`src/rtl/wb_trace_buffer_if.sv`:
```
// rtl/wb_trace_buffer_if.sv - writeback capture and pop-readout bus for wb_trace_buffer
// rd_ts_o exists only when WB_TRACE_TIMESTAMP_EN is defined.
interface wb_trace_buffer_if #(
    parameter int DW = 32,
    parameter int AW = 5
);
    logic          wb_we_i;
    logic [AW-1:0] wb_wd_i;
    logic [DW-1:0] wb_wdata_i;
    logic          rd_en_i;
    logic          rd_valid_o;
    logic [AW-1:0] rd_wd_o;
    logic [DW-1:0] rd_data_o;
`ifdef WB_TRACE_TIMESTAMP_EN
    logic [31:0]   rd_ts_o;
`endif

    modport master (
        output wb_we_i, wb_wd_i, wb_wdata_i, rd_en_i,
`ifdef WB_TRACE_TIMESTAMP_EN
        input  rd_ts_o,
`endif
        input  rd_valid_o, rd_wd_o, rd_data_o
    );

    modport slave (
        input  wb_we_i, wb_wd_i, wb_wdata_i, rd_en_i,
`ifdef WB_TRACE_TIMESTAMP_EN
        output rd_ts_o,
`endif
        output rd_valid_o, rd_wd_o, rd_data_o
    );
endinterface

```
`src/rtl/wb_trace_buffer.sv`:
```
// rtl/wb_trace_buffer.sv - DEPTH-entry FIFO of retired register writebacks with last-write latch
// Optional per-entry cycle timestamps are enabled by WB_TRACE_TIMESTAMP_EN.
module wb_trace_buffer #(
    parameter int DW        = 32,
    parameter int AW        = 5,
    parameter int DEPTH     = 16,
    parameter int WRAP      = 0,
    parameter int FILTER_X0 = 1
) (
    input  logic                     clk,
    input  logic                     rst,
    input  logic                     clear_i,
    input  logic                     cap_en_i,
    wb_trace_buffer_if.slave         bus,
    output logic [AW-1:0]            last_wd_o,
    output logic [DW-1:0]            last_wdata_o,
    output logic [$clog2(DEPTH):0]   count_o,
    output logic                     empty_o,
    output logic                     full_o,
    output logic                     overflow_o
);
    localparam int PW = $clog2(DEPTH);
    localparam int CW = PW + 1;
`ifdef WB_TRACE_TIMESTAMP_EN
    localparam int EW = 32 + AW + DW;
`else
    localparam int EW = AW + DW;
`endif

    logic [EW-1:0] mem [DEPTH];
    logic [EW-1:0] wr_entry;
    logic [EW-1:0] rd_entry;
    logic          mem_we;

    logic [PW-1:0] wr_ptr_q, wr_ptr_d;
    logic [PW-1:0] rd_ptr_q, rd_ptr_d;
    logic [CW-1:0] count_q, count_d;
    logic          ovf_q, ovf_d;
    logic          rd_valid_q, rd_valid_d;
    logic [AW-1:0] rd_wd_q, rd_wd_d;
    logic [DW-1:0] rd_data_q, rd_data_d;
    logic [AW-1:0] last_wd_q, last_wd_d;
    logic [DW-1:0] last_wdata_q, last_wdata_d;
`ifdef WB_TRACE_TIMESTAMP_EN
    logic [31:0]   ts_q, ts_d;
    logic [31:0]   rd_ts_q, rd_ts_d;
`endif

    logic acc, pop, empty, full;

    always_comb begin
        acc   = bus.wb_we_i & cap_en_i & ~((FILTER_X0 != 0) & (bus.wb_wd_i == '0));
        empty = (count_q == '0);
        full  = (count_q == CW'(DEPTH));
        pop   = bus.rd_en_i & ~empty;
    end

`ifdef WB_TRACE_TIMESTAMP_EN
    assign wr_entry = {ts_q, bus.wb_wd_i, bus.wb_wdata_i};
`else
    assign wr_entry = {bus.wb_wd_i, bus.wb_wdata_i};
`endif
    assign rd_entry = mem[rd_ptr_q];

    always_comb begin
        wr_ptr_d     = wr_ptr_q;
        rd_ptr_d     = rd_ptr_q;
        count_d      = count_q;
        ovf_d        = ovf_q;
        rd_valid_d   = 1'b0;
        rd_wd_d      = rd_wd_q;
        rd_data_d    = rd_data_q;
        last_wd_d    = last_wd_q;
        last_wdata_d = last_wdata_q;
        mem_we       = 1'b0;
`ifdef WB_TRACE_TIMESTAMP_EN
        ts_d         = ts_q + 32'd1;
        rd_ts_d      = rd_ts_q;
`endif
        if (clear_i) begin
            wr_ptr_d = '0;
            rd_ptr_d = '0;
            count_d  = '0;
            ovf_d    = 1'b0;
`ifdef WB_TRACE_TIMESTAMP_EN
            ts_d     = '0;
`endif
        end else begin
            if (pop) begin
                rd_ptr_d   = rd_ptr_q + PW'(1);
                rd_valid_d = 1'b1;
                rd_wd_d    = rd_entry[DW +: AW];
                rd_data_d  = rd_entry[DW-1:0];
`ifdef WB_TRACE_TIMESTAMP_EN
                rd_ts_d    = rd_entry[EW-1 -: 32];
`endif
            end
            if (acc) begin
                last_wd_d    = bus.wb_wd_i;
                last_wdata_d = bus.wb_wdata_i;
                // A simultaneous pop frees the slot, so a full buffer never drops in that case
                if (!full || pop) begin
                    mem_we   = 1'b1;
                    wr_ptr_d = wr_ptr_q + PW'(1);
                end else begin
                    ovf_d = 1'b1;
                    if (WRAP != 0) begin
                        mem_we   = 1'b1;
                        wr_ptr_d = wr_ptr_q + PW'(1);
                        rd_ptr_d = rd_ptr_q + PW'(1);
                    end
                end
            end
            if (mem_we && !pop && !full) begin
                count_d = count_q + CW'(1);
            end else if (pop && !mem_we) begin
                count_d = count_q - CW'(1);
            end
        end
    end

    always_ff @(posedge clk) begin
        if (mem_we) begin
            mem[wr_ptr_q] <= wr_entry;
        end
    end

    always_ff @(posedge clk or posedge rst) begin
        if (rst) begin
            wr_ptr_q     <= '0;
            rd_ptr_q     <= '0;
            count_q      <= '0;
            ovf_q        <= 1'b0;
            rd_valid_q   <= 1'b0;
            rd_wd_q      <= '0;
            rd_data_q    <= '0;
            last_wd_q    <= '0;
            last_wdata_q <= '0;
`ifdef WB_TRACE_TIMESTAMP_EN
            ts_q         <= '0;
            rd_ts_q      <= '0;
`endif
        end else begin
            wr_ptr_q     <= wr_ptr_d;
            rd_ptr_q     <= rd_ptr_d;
            count_q      <= count_d;
            ovf_q        <= ovf_d;
            rd_valid_q   <= rd_valid_d;
            rd_wd_q      <= rd_wd_d;
            rd_data_q    <= rd_data_d;
            last_wd_q    <= last_wd_d;
            last_wdata_q <= last_wdata_d;
`ifdef WB_TRACE_TIMESTAMP_EN
            ts_q         <= ts_d;
            rd_ts_q      <= rd_ts_d;
`endif
        end
    end

    assign bus.rd_valid_o = rd_valid_q;
    assign bus.rd_wd_o    = rd_wd_q;
    assign bus.rd_data_o  = rd_data_q;
`ifdef WB_TRACE_TIMESTAMP_EN
    assign bus.rd_ts_o    = rd_ts_q;
`endif
    assign last_wd_o      = last_wd_q;
    assign last_wdata_o   = last_wdata_q;
    assign count_o        = count_q;
    assign empty_o        = empty;
    assign full_o         = full;
    assign overflow_o     = ovf_q;
endmodule

```
`src/flat_wrapper.sv`:
```
// flat-port wrapper written by rule: the top's interface ports become plain ports
module wb_trace_buffer_flat 
#(
    parameter int DW        = 32,
    parameter int AW        = 5,
    parameter int DEPTH     = 16,
    parameter int WRAP      = 0,
    parameter int FILTER_X0 = 1
)
  (clk, rst, clear_i, cap_en_i, last_wd_o, last_wdata_o, count_o, empty_o, full_o, overflow_o, bus_wb_we_i, bus_wb_wd_i, bus_wb_wdata_i, bus_rd_en_i, bus_rd_valid_o, bus_rd_wd_o, bus_rd_data_o);
  wb_trace_buffer_if #(.DW(DW), .AW(AW)) bus_i ();
  input  logic clk;
  input  logic rst;
  input  logic clear_i;
  input  logic cap_en_i;
  output logic [AW-1:0] last_wd_o;
  output logic [DW-1:0] last_wdata_o;
  output logic [$clog2(DEPTH):0] count_o;
  output logic empty_o;
  output logic full_o;
  output logic overflow_o;
  input wire logic [$bits(bus_i.wb_we_i)-1:0] bus_wb_we_i;
  input wire logic [$bits(bus_i.wb_wd_i)-1:0] bus_wb_wd_i;
  input wire logic [$bits(bus_i.wb_wdata_i)-1:0] bus_wb_wdata_i;
  input wire logic [$bits(bus_i.rd_en_i)-1:0] bus_rd_en_i;
  output wire logic [$bits(bus_i.rd_valid_o)-1:0] bus_rd_valid_o;
  output wire logic [$bits(bus_i.rd_wd_o)-1:0] bus_rd_wd_o;
  output wire logic [$bits(bus_i.rd_data_o)-1:0] bus_rd_data_o;
  assign bus_i.wb_we_i = bus_wb_we_i;
  assign bus_i.wb_wd_i = bus_wb_wd_i;
  assign bus_i.wb_wdata_i = bus_wb_wdata_i;
  assign bus_i.rd_en_i = bus_rd_en_i;
  assign bus_rd_valid_o = bus_i.rd_valid_o;
  assign bus_rd_wd_o = bus_i.rd_wd_o;
  assign bus_rd_data_o = bus_i.rd_data_o;
  wb_trace_buffer #(.DW(DW), .AW(AW), .DEPTH(DEPTH), .WRAP(WRAP), .FILTER_X0(FILTER_X0)) u_core (.clk(clk), .rst(rst), .clear_i(clear_i), .cap_en_i(cap_en_i), .bus(bus_i), .last_wd_o(last_wd_o), .last_wdata_o(last_wdata_o), .count_o(count_o), .empty_o(empty_o), .full_o(full_o), .overflow_o(overflow_o));
endmodule
```
`config.mk`:
```
export PLATFORM = sky130hd
export DESIGN_NAME = wb_trace_buffer_flat
export DESIGN_NICKNAME = d
export VERILOG_FILES = /design/src/rtl/wb_trace_buffer_if.sv /design/src/rtl/wb_trace_buffer.sv /design/src/flat_wrapper.sv
export SDC_FILE = /design/constraint.sdc
export NUM_CORES = 1
export LEC_CHECK = 0
export ABC_CLOCK_PERIOD_IN_PS = 4500
export CELL_PAD_IN_SITES_DETAIL_PLACEMENT = 0
export CELL_PAD_IN_SITES_GLOBAL_PLACEMENT = 2
export CORE_AREA = 2 2 282 200
export DETAILED_ROUTE_END_ITERATION = 8
export DIE_AREA = 0 0 284 202
export PLACE_DENSITY_LB_ADDON = 0.1
export SLEW_MARGIN = 20
export SYNTH_ARGS = -nofsm -noshare
export SYNTH_HDL_FRONTEND = slang
export SYNTH_SLANG_ARGS = --single-unit
```
`constraint.sdc`:
```
create_clock -name clk -period 4.5 [get_ports clk]
set_clock_uncertainty 0.15 [all_clocks]
set_input_delay 0.9 -clock clk [delete_from_list [all_inputs] [get_ports clk]]
set_output_delay 0.9 -clock clk [all_outputs]
set_load 0.02 [all_outputs]
```
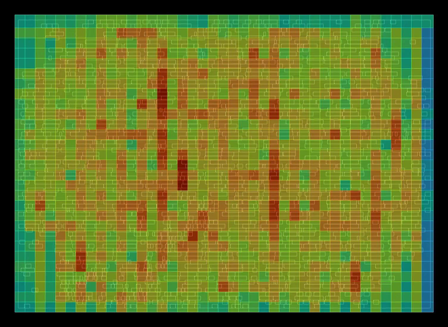
final_congestion.png
busiest grt layer: met1
routed length per placed instance: 27.0 um
global routing usage on met2: 31.4%

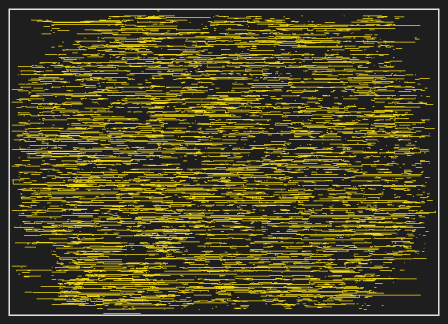
met1.png
- longest straight run: 76.8 um
- share of all routed wire: 48%
- wire length on this layer: 28.1 mm
- main direction: horizontal
- nets with wire on the layer: 1355

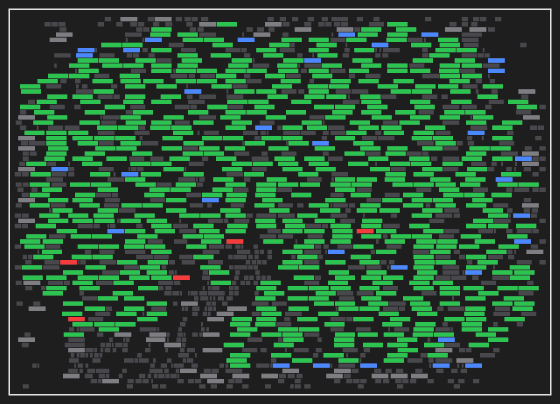
registers.png
Other sequential cells in the stronger gray, the rest of the logic in the fainter gray.
- blue: u_core.bus.rd_data_o (placed flops 32; where spread over the die)
- red: u_core.bus.rd_wd_o (placed flops 5)
- green: u_core.mem (placed flops 592; where spread over the die)
- not colored: 52

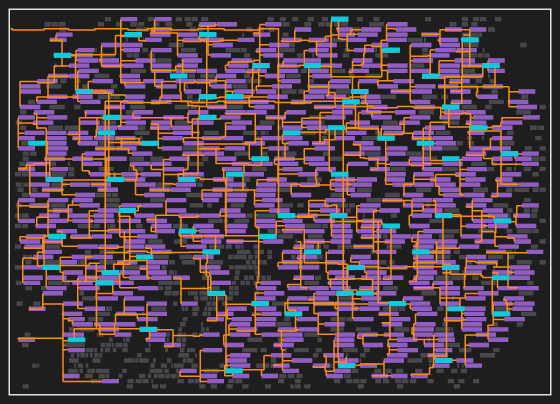
clock_map.png
- orange: clock wires (length 7830 um)
- purple: flip-flops (count 681)
- cyan: cells driving clock nets (count 67)
- flops lie: spread over the die
- routed clock nets: 68

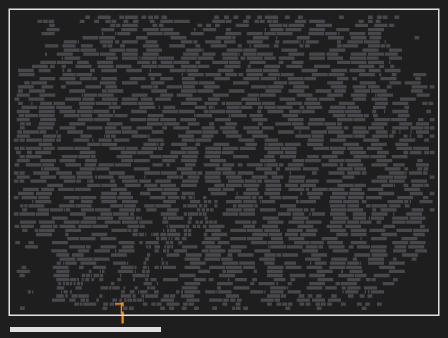
port_nets.png
Scale bar: 100 um.
- orange: bus_wb_we_i (bits 1; direction input; end cells 1; wire 13.4 um)

==> summary.txt <==
Physical implementation

In this run the most critical hold path is launched from u_core.bus.rd_data_o[25]. The largest register by flop count is u_core.mem. The iteration count recorded for the first detailed-route pass is 5. STA classifies the critical path startpoint as a register.

The post-route utilization of the core is recorded as between 50% and 60%. The number of inverters outside the clock class in the layout is 10. For this design the top-level I/O count stands at 126. For hold timing, the worst endpoint is u_core.bus.rd_data_o[25]. The share of total power dissipated in sequential elements is 47.6%. The total cells reported by yosys after synthesis is 1196. The data required time of the critical path is 3.45 ns.

The first global-routing pass estimated 87100 um of wire. Post-synth the commonest register cell is sky130_fd_sc_hd__edfxtp_1. In the power breakdown, the biggest contributor is registers. In this run the core area contains between 70 and 80 standard-cell rows. The synthesized netlist has a Yosys-reported chip area of approximately 0.026 mm^2.

The met1 routing resource usage after global routing is 32.1%. After clock tree synthesis, the setup repair step added 0 buffers. The power report puts the leakage power at 9.92 nW. The final antenna diode tally reported by the flow is 0.

Per the final report, max-transition violations number 0. The relative area change from synthesis to final layout is 18.0%. Looking at the clock tree report, the H-tree level count equals 3. The post-route DRC violation count is 0.

The via count of the first global-routing pass was 13000. The weighted congestion reported at the end of routability-driven placement is 0.722. The transition time at the pin with the least slew margin is approximately 0.9 ns. The run finished with clean final reports. After detailed routing, the number of vias per cell comes to roughly 5.7.

The largest individual stage delay along the critical path comes from the cell sky130_fd_sc_hd__or4_1. The async set-reset flop share out of synthesis is between 10% and 20%. Setup slack on the critical path of the routed design comes to 0.856 ns. The xor and xnor area share after synthesis is 0.134%. The chip occupies 0.0574 mm^2. TritonCTS reports the number of clock sinks as 681. The share of post-route cells with drive strength above 1 is around a quarter.

TritonCTS built the clock tree. Port buffering added 125 buffers.
cell usage after synthesis, drive strengths merged, types with 2 or more instances:
master	number	share of area [%]
a211oi	2	0.058
a21o	3	0.086
a21oi	10	0.19
and2	13	0.31
buf	35	0.62
clkbuf	31	0.45
dfrtp	89	8.5
edfxtp	592	68
ha	9	0.43
inv	10	0.14
mux2	42	1.9
mux2i	76	2.9
mux4	148	13
nand2	40	0.58
nand2b	3	0.072
nand3	4	0.077
nor2	12	0.17
nor2b	4	0.096
nor3b	2	0.058
nor4	2	0.048
nor4bb	2	0.077
o211ai	2	0.058
o21ai	4	0.077
o221ai	37	1.2
o31ai	2	0.058
or2	3	0.072
or3	2	0.048
or4	3	0.086
xnor2	2	0.067
xor2	2	0.067
No activity file was given, so power comes from the tool's default toggle rates.
